File: src/rtl/add_shift_mul_seq_pkg.sv
// Shared types and constants for the shift-and-add multiplier sequencer.
package add_shift_mul_pkg;

  typedef enum logic [1:0] {
    S_IDLE,
    S_RUN,
    S_DONE
  } state_e;

  localparam int unsigned DEFAULT_WIDTH = 32;

  // Iteration counter must be able to hold the value WIDTH itself.
  function automatic int unsigned cnt_w(input int unsigned width);
    return $clog2(width + 1);
  endfunction

endpackage

File: src/rtl/add_shift_mul_seq_if.sv
// Operand/result handshake bundle for add_shift_mul_seq.
// master drives operands and accepts the product; slave is the multiplier.
interface add_shift_mul_seq_if
  import add_shift_mul_pkg::*;
#(
  parameter int unsigned WIDTH = DEFAULT_WIDTH
);

  logic                 in_valid;
  logic                 in_ready;
  logic [WIDTH-1:0]     a;
  logic [WIDTH-1:0]     b;
  logic                 out_valid;
  logic                 out_ready;
  logic [2*WIDTH-1:0]   product;
  logic                 busy;

  modport master (
    output in_valid, a, b, out_ready,
    input  in_ready, out_valid, product, busy
  );

  modport slave (
    input  in_valid, a, b, out_ready,
    output in_ready, out_valid, product, busy
  );

endinterface

File: src/rtl/add_shift_mul_seq_yadder.sv
// yAdder: plain WIDTH-bit ripple-carry adder, the only adder in the multiplier datapath.
module yAdder #(
  parameter int unsigned WIDTH = 32
) (
  input  logic [WIDTH-1:0] a,
  input  logic [WIDTH-1:0] b,
  input  logic             cin,
  output logic [WIDTH-1:0] z,
  output logic             cout
);

  // Ripple the carry bit by bit through full-adder cells.
  always_comb begin
    logic c;
    c = cin;
    z = '0;
    for (int i = 0; i < int'(WIDTH); i++) begin
      z[i] = a[i] ^ b[i] ^ c;
      c    = (a[i] & b[i]) | (c & (a[i] ^ b[i]));
    end
    cout = c;
  end

endmodule

File: src/rtl/add_shift_mul_seq.sv
// add_shift_mul_seq: unsigned WIDTH x WIDTH -> 2*WIDTH multiplier, one shift-and-add
// iteration per clock through a single shared yAdder.
// Optional feature: define ADDSEQ_EARLY_TERM_EN to finish as soon as the remaining
// multiplier bits are all zero.
module add_shift_mul_seq
  import add_shift_mul_pkg::*;
#(
  parameter int unsigned WIDTH = DEFAULT_WIDTH
) (
  input  logic clk,
  input  logic rst_n,
  add_shift_mul_seq_if.slave bus
);

  localparam int unsigned CNT_W = cnt_w(WIDTH);

  state_e               state_q, state_d;
  logic [WIDTH-1:0]     acc_hi_q, acc_hi_d;
  logic [WIDTH-1:0]     acc_lo_q, acc_lo_d;
  logic [WIDTH-1:0]     mcand_q, mcand_d;
  logic [CNT_W-1:0]     count_q, count_d;
  logic [2*WIDTH-1:0]   product_q, product_d;

  logic [WIDTH-1:0]     add_a, add_b, add_z;
  logic                 add_cout;
  logic [WIDTH-1:0]     step_hi, step_lo;
  logic                 early_done;
  logic [2*WIDTH-1:0]   early_prod;

  // Adder ports are held at zero outside RUN.
  assign add_a = (state_q == S_RUN) ? acc_hi_q : '0;
  assign add_b = (state_q == S_RUN && acc_lo_q[0]) ? mcand_q : '0;

  yAdder #(
    .WIDTH (WIDTH)
  ) u_adder (
    .a    (add_a),
    .b    (add_b),
    .cin  (1'b0),
    .z    (add_z),
    .cout (add_cout)
  );

  // {cout, z, acc_lo} >> 1 keeps the carry as the new top product bit.
  assign step_hi = {add_cout, add_z[WIDTH-1:1]};
  assign step_lo = {add_z[0], acc_lo_q[WIDTH-1:1]};

`ifdef ADDSEQ_EARLY_TERM_EN
  logic [WIDTH-1:0] pend_mask;
  // Low WIDTH-count bits of acc_lo are multiplier bits not yet consumed.
  assign pend_mask  = {WIDTH{1'b1}} >> count_q;
  assign early_done = ((acc_lo_q & pend_mask) == '0);
  assign early_prod = {acc_hi_q, acc_lo_q} >> (CNT_W'(WIDTH) - count_q);
`else
  assign early_done = 1'b0;
  assign early_prod = '0;
`endif

  // Next-state and datapath update.
  always_comb begin
    state_d   = state_q;
    acc_hi_d  = acc_hi_q;
    acc_lo_d  = acc_lo_q;
    mcand_d   = mcand_q;
    count_d   = count_q;
    product_d = product_q;
    unique case (state_q)
      S_IDLE: begin
        if (bus.in_valid) begin
          state_d  = S_RUN;
          mcand_d  = bus.a;
          acc_lo_d = bus.b;
          acc_hi_d = '0;
          count_d  = '0;
        end
      end
      S_RUN: begin
        if (early_done) begin
          state_d   = S_DONE;
          product_d = early_prod;
        end else begin
          acc_hi_d = step_hi;
          acc_lo_d = step_lo;
          count_d  = count_q + CNT_W'(1);
          if (count_q == CNT_W'(WIDTH - 1)) begin
            state_d   = S_DONE;
            product_d = {step_hi, step_lo};
          end
        end
      end
      S_DONE: begin
        if (bus.out_ready) begin
          state_d = S_IDLE;
        end
      end
      default: state_d = S_IDLE;
    endcase
  end

  // State and datapath registers with synchronous active-low reset.
  always_ff @(posedge clk) begin
    if (!rst_n) begin
      state_q   <= S_IDLE;
      acc_hi_q  <= '0;
      acc_lo_q  <= '0;
      mcand_q   <= '0;
      count_q   <= '0;
      product_q <= '0;
    end else begin
      state_q   <= state_d;
      acc_hi_q  <= acc_hi_d;
      acc_lo_q  <= acc_lo_d;
      mcand_q   <= mcand_d;
      count_q   <= count_d;
      product_q <= product_d;
    end
  end

  assign bus.in_ready  = (state_q == S_IDLE);
  assign bus.out_valid = (state_q == S_DONE);
  assign bus.busy      = (state_q == S_RUN);
  assign bus.product   = product_q;

endmodule

File: src/flat_wrapper.sv
// flat-port wrapper written by rule: the top's interface ports become plain ports
module add_shift_mul_seq_flat import add_shift_mul_pkg::*;
#(
  parameter int unsigned WIDTH = DEFAULT_WIDTH
)
  (clk, rst_n, bus_in_valid, bus_a, bus_b, bus_out_ready, bus_in_ready, bus_out_valid, bus_product, bus_busy);
  add_shift_mul_seq_if #(.WIDTH(WIDTH)) bus_i ();
  input  logic clk;
  input  logic rst_n;
  input wire logic [$bits(bus_i.in_valid)-1:0] bus_in_valid;
  input wire logic [$bits(bus_i.a)-1:0] bus_a;
  input wire logic [$bits(bus_i.b)-1:0] bus_b;
  input wire logic [$bits(bus_i.out_ready)-1:0] bus_out_ready;
  output wire logic [$bits(bus_i.in_ready)-1:0] bus_in_ready;
  output wire logic [$bits(bus_i.out_valid)-1:0] bus_out_valid;
  output wire logic [$bits(bus_i.product)-1:0] bus_product;
  output wire logic [$bits(bus_i.busy)-1:0] bus_busy;
  assign bus_i.in_valid = bus_in_valid;
  assign bus_i.a = bus_a;
  assign bus_i.b = bus_b;
  assign bus_i.out_ready = bus_out_ready;
  assign bus_in_ready = bus_i.in_ready;
  assign bus_out_valid = bus_i.out_valid;
  assign bus_product = bus_i.product;
  assign bus_busy = bus_i.busy;
  add_shift_mul_seq #(.WIDTH(WIDTH)) u_core (.clk(clk), .rst_n(rst_n), .bus(bus_i));
endmodule
File: config.mk
export PLATFORM = sky130hd
export DESIGN_NAME = add_shift_mul_seq_flat
export DESIGN_NICKNAME = d
export VERILOG_FILES = /design/src/rtl/add_shift_mul_seq_pkg.sv /design/src/rtl/add_shift_mul_seq_if.sv /design/src/rtl/add_shift_mul_seq_yadder.sv /design/src/rtl/add_shift_mul_seq.sv /design/src/flat_wrapper.sv
export SDC_FILE = /design/constraint.sdc
export NUM_CORES = 1
export LEC_CHECK = 0
export ABC_AREA = 1
export CAP_MARGIN = 15
export CORE_MARGIN = 2
export CORE_UTILIZATION = 53
export CTS_CLUSTER_SIZE = 14
export DETAILED_ROUTE_END_ITERATION = 8
export PLACE_DENSITY = 0.81
export SLEW_MARGIN = 20
export SYNTH_ARGS = -nofsm -noshare
export SYNTH_HDL_FRONTEND = slang
export SYNTH_SLANG_ARGS = --single-unit
export TNS_END_PERCENT = 20
File: constraint.sdc
create_clock -name clk -period 13.9 [get_ports clk]
set_input_delay 1.39 -clock clk [delete_from_list [all_inputs] [get_ports clk]]
set_output_delay 1.39 -clock clk [all_outputs]
set_load 0.03 [all_outputs]
==> flow_summary_export.csv <==
group,metric,value,unit
logic_synthesis,yosys_warnings,0,
setup_path,r2r_start,"u_core.state_q[0]$_SDFFE_PN0P_",
final_layout,buffer_area_frac,0.1378,
floorplan,fp_util,0.5444,
run,warnings,26,
global_routing,grt_pass1_vias,6863,
final_layout,postLayoutCellArea,0.01034,mm²
clock_tree,cts_num_sinks,168,
pwr,p_total,1.084,mW
clock_tree,hold_buffers,0,
logic_synthesis,netlist_area,0.008338,mm²
logic_synthesis,yosysTopAreaCell,"dfxtp_1",
logic_synthesis,synthMostInstantiatedCell,"nand2_1",
floorplan,fp.dieW,129.4,µm
pwr,p_leak,4.327,nW
run,max_cap_violations,0,
final_layout,flops,168,
final_timing,fmax,75.58,MHz
pwr,p_per_area,104.8,mW/mm²
placement,dp.cells,1518,
clock_tree,cts_tree,"done",
routing,vias,7520,
clock_tree,cts_resized,0,
run_status,outcome,"finished clean",
routing,post_drt_wl_per_cell,12.41,µm
setup_path,reg2reg_depth,41,
clock_tree,cts-root-buf,"clkbuf_16",
logic_synthesis,syn-num-nets,1342,
routing,wl_met3,1.067,mm
routing,routed_via_density,4.852,
clock_tree,cts_buffers,17,
routing,drt-pass1-iter-count,5,
setup_path,endpoint,"u_core.acc_hi_q[30]$_SDFFE_PN0P_",
final_timing,fin_crit_sh,0.9518,
logic_synthesis,top_cells_by_count,"nand2_1 (333), inv_1 (215), nor2_1 (200), dfxtp_1 (168), nand4_1 (64)",
placement,dp_hpwl,12.17,mm
hold_path,hold_path_class,"reg2reg",
logic_synthesis,ys_area,0.008338,mm²
clock_tree,clockBufferDepth,2,
final_timing,grt_setup_unrepaired,"no",
final_layout,signal_buffers,145,
clock_tree,insertion_delay,0.43,ns
global_routing,grt_first_pass_wirelength,32.18,mm
final_timing,tightestPinTransition,0.9541,ns
final_layout,final_nets,1427,
final_timing,slew_viol_final,0,
setup_path,path_buffers,4,
logic_synthesis,synthDominantCellAreaShare,0.4034,
logic_synthesis,flop_cell,"dfxtp_1",
[flip-flops by register name, indices dropped and copies added, names as in the netlist]
name and flops:
u_core.acc_hi_q 32, u_core.acc_lo_q 32, u_core.bus.product 64, u_core.count_q 6
u_core.mcand_q 32, u_core.state_q 2
[power breakdown]
part / switching (mW) / internal [mW] / leakage [nW]
registers: 0.00865 / 0.495 / 1.37
clock network: 0.194 / 0.294 / 0.294
logic: 0.0547 / 0.0368 / 2.67
[worst register-to-register path: cells and delay by family, from the launching register on]
| kind | cells | cell delay, ns |
|---|---|---|
| fa+ha+maj | 32 | 11.76 |
| buf+inv | 4 | 0.24 |
| flops | 1 | 0.39 |
| simple gates | 4 | 0.66 |
| compound gates | 1 | 0.11 |
[cell usage in the layout, fill, tap and decap left out, types with 31 or more instances in the layout]
cell	netlist	final
nand4_1	64	64
inv_1	215	213
dfxtp_1	168	167
fa_1	31	31
clkdlybuf4s50_1	0	133
nor2_1	200	199
nand2_1	333	333
o21ai_0	35	35
nand3_1	37	36
a21oi_1	41	41
[logic make-up (layout without fill, tap and decap cells)]
group | after synthesis | count (layout) | synth area share
AND/OR/NAND/NOR | 665 | 665 | 0.3340
buffers and inverters | 297 | 395 | 0.1379
flip-flops | 168 | 168 | 0.4034
AND-OR/OR-AND | 78 | 78 | 0.04727
adder cells (fa/ha/maj) | 33 | 33 | 0.07743
[metrics by stage]
stage / hold slack (ns) / setup slack (ns) / utilization
floorplan: 0.4301 / 1.159 / -
global placement: 0.4427 / 0.8227 / 0.6342
detailed placement: 0.4474 / 0.5347 / 0.6342
CTS: 0.4569 / 0.4907 / 0.6747
global route: 0.4788 / 0.1074 / 0.6751
finish: 0.4577 / 0.6694 / 0.6751
### Routing congestion

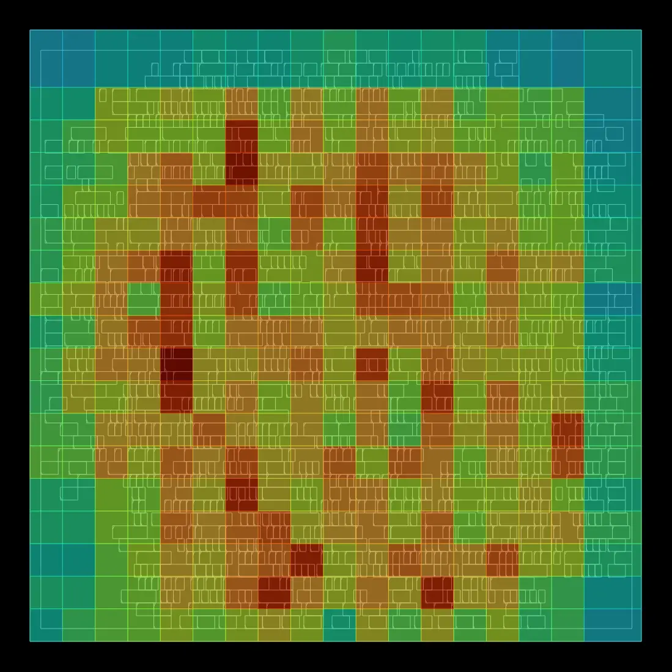
met1 Usage GRT: 0.3225
met3 usage in global routing: 0.04088
Util after Layout: 0.6751

### Where the registers sit

Drawn at 2 px/µm. Other sequential cells in the stronger gray, the rest of the logic in the fainter gray.
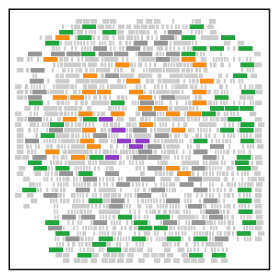
Key: u_core.bus.product = green [flops 64, where widely spread]; u_core.acc_hi_q = orange [flops 32]; u_core.count_q = purple [flops 6, where center]
Another 66 sequential cells are not colored.

### Routed clock nets over the placement

Drawn at 3 px/µm.
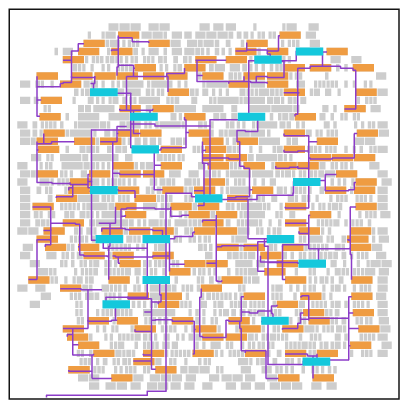
Key: flip-flops = orange [count 168]; clock wires = purple [length 1960 µm]; cells driving clock nets = cyan [count 17]
There are 18 routed clock nets. Position of the flops: widely spread.

No activity file was given, so power comes from the tool's default toggle rates.
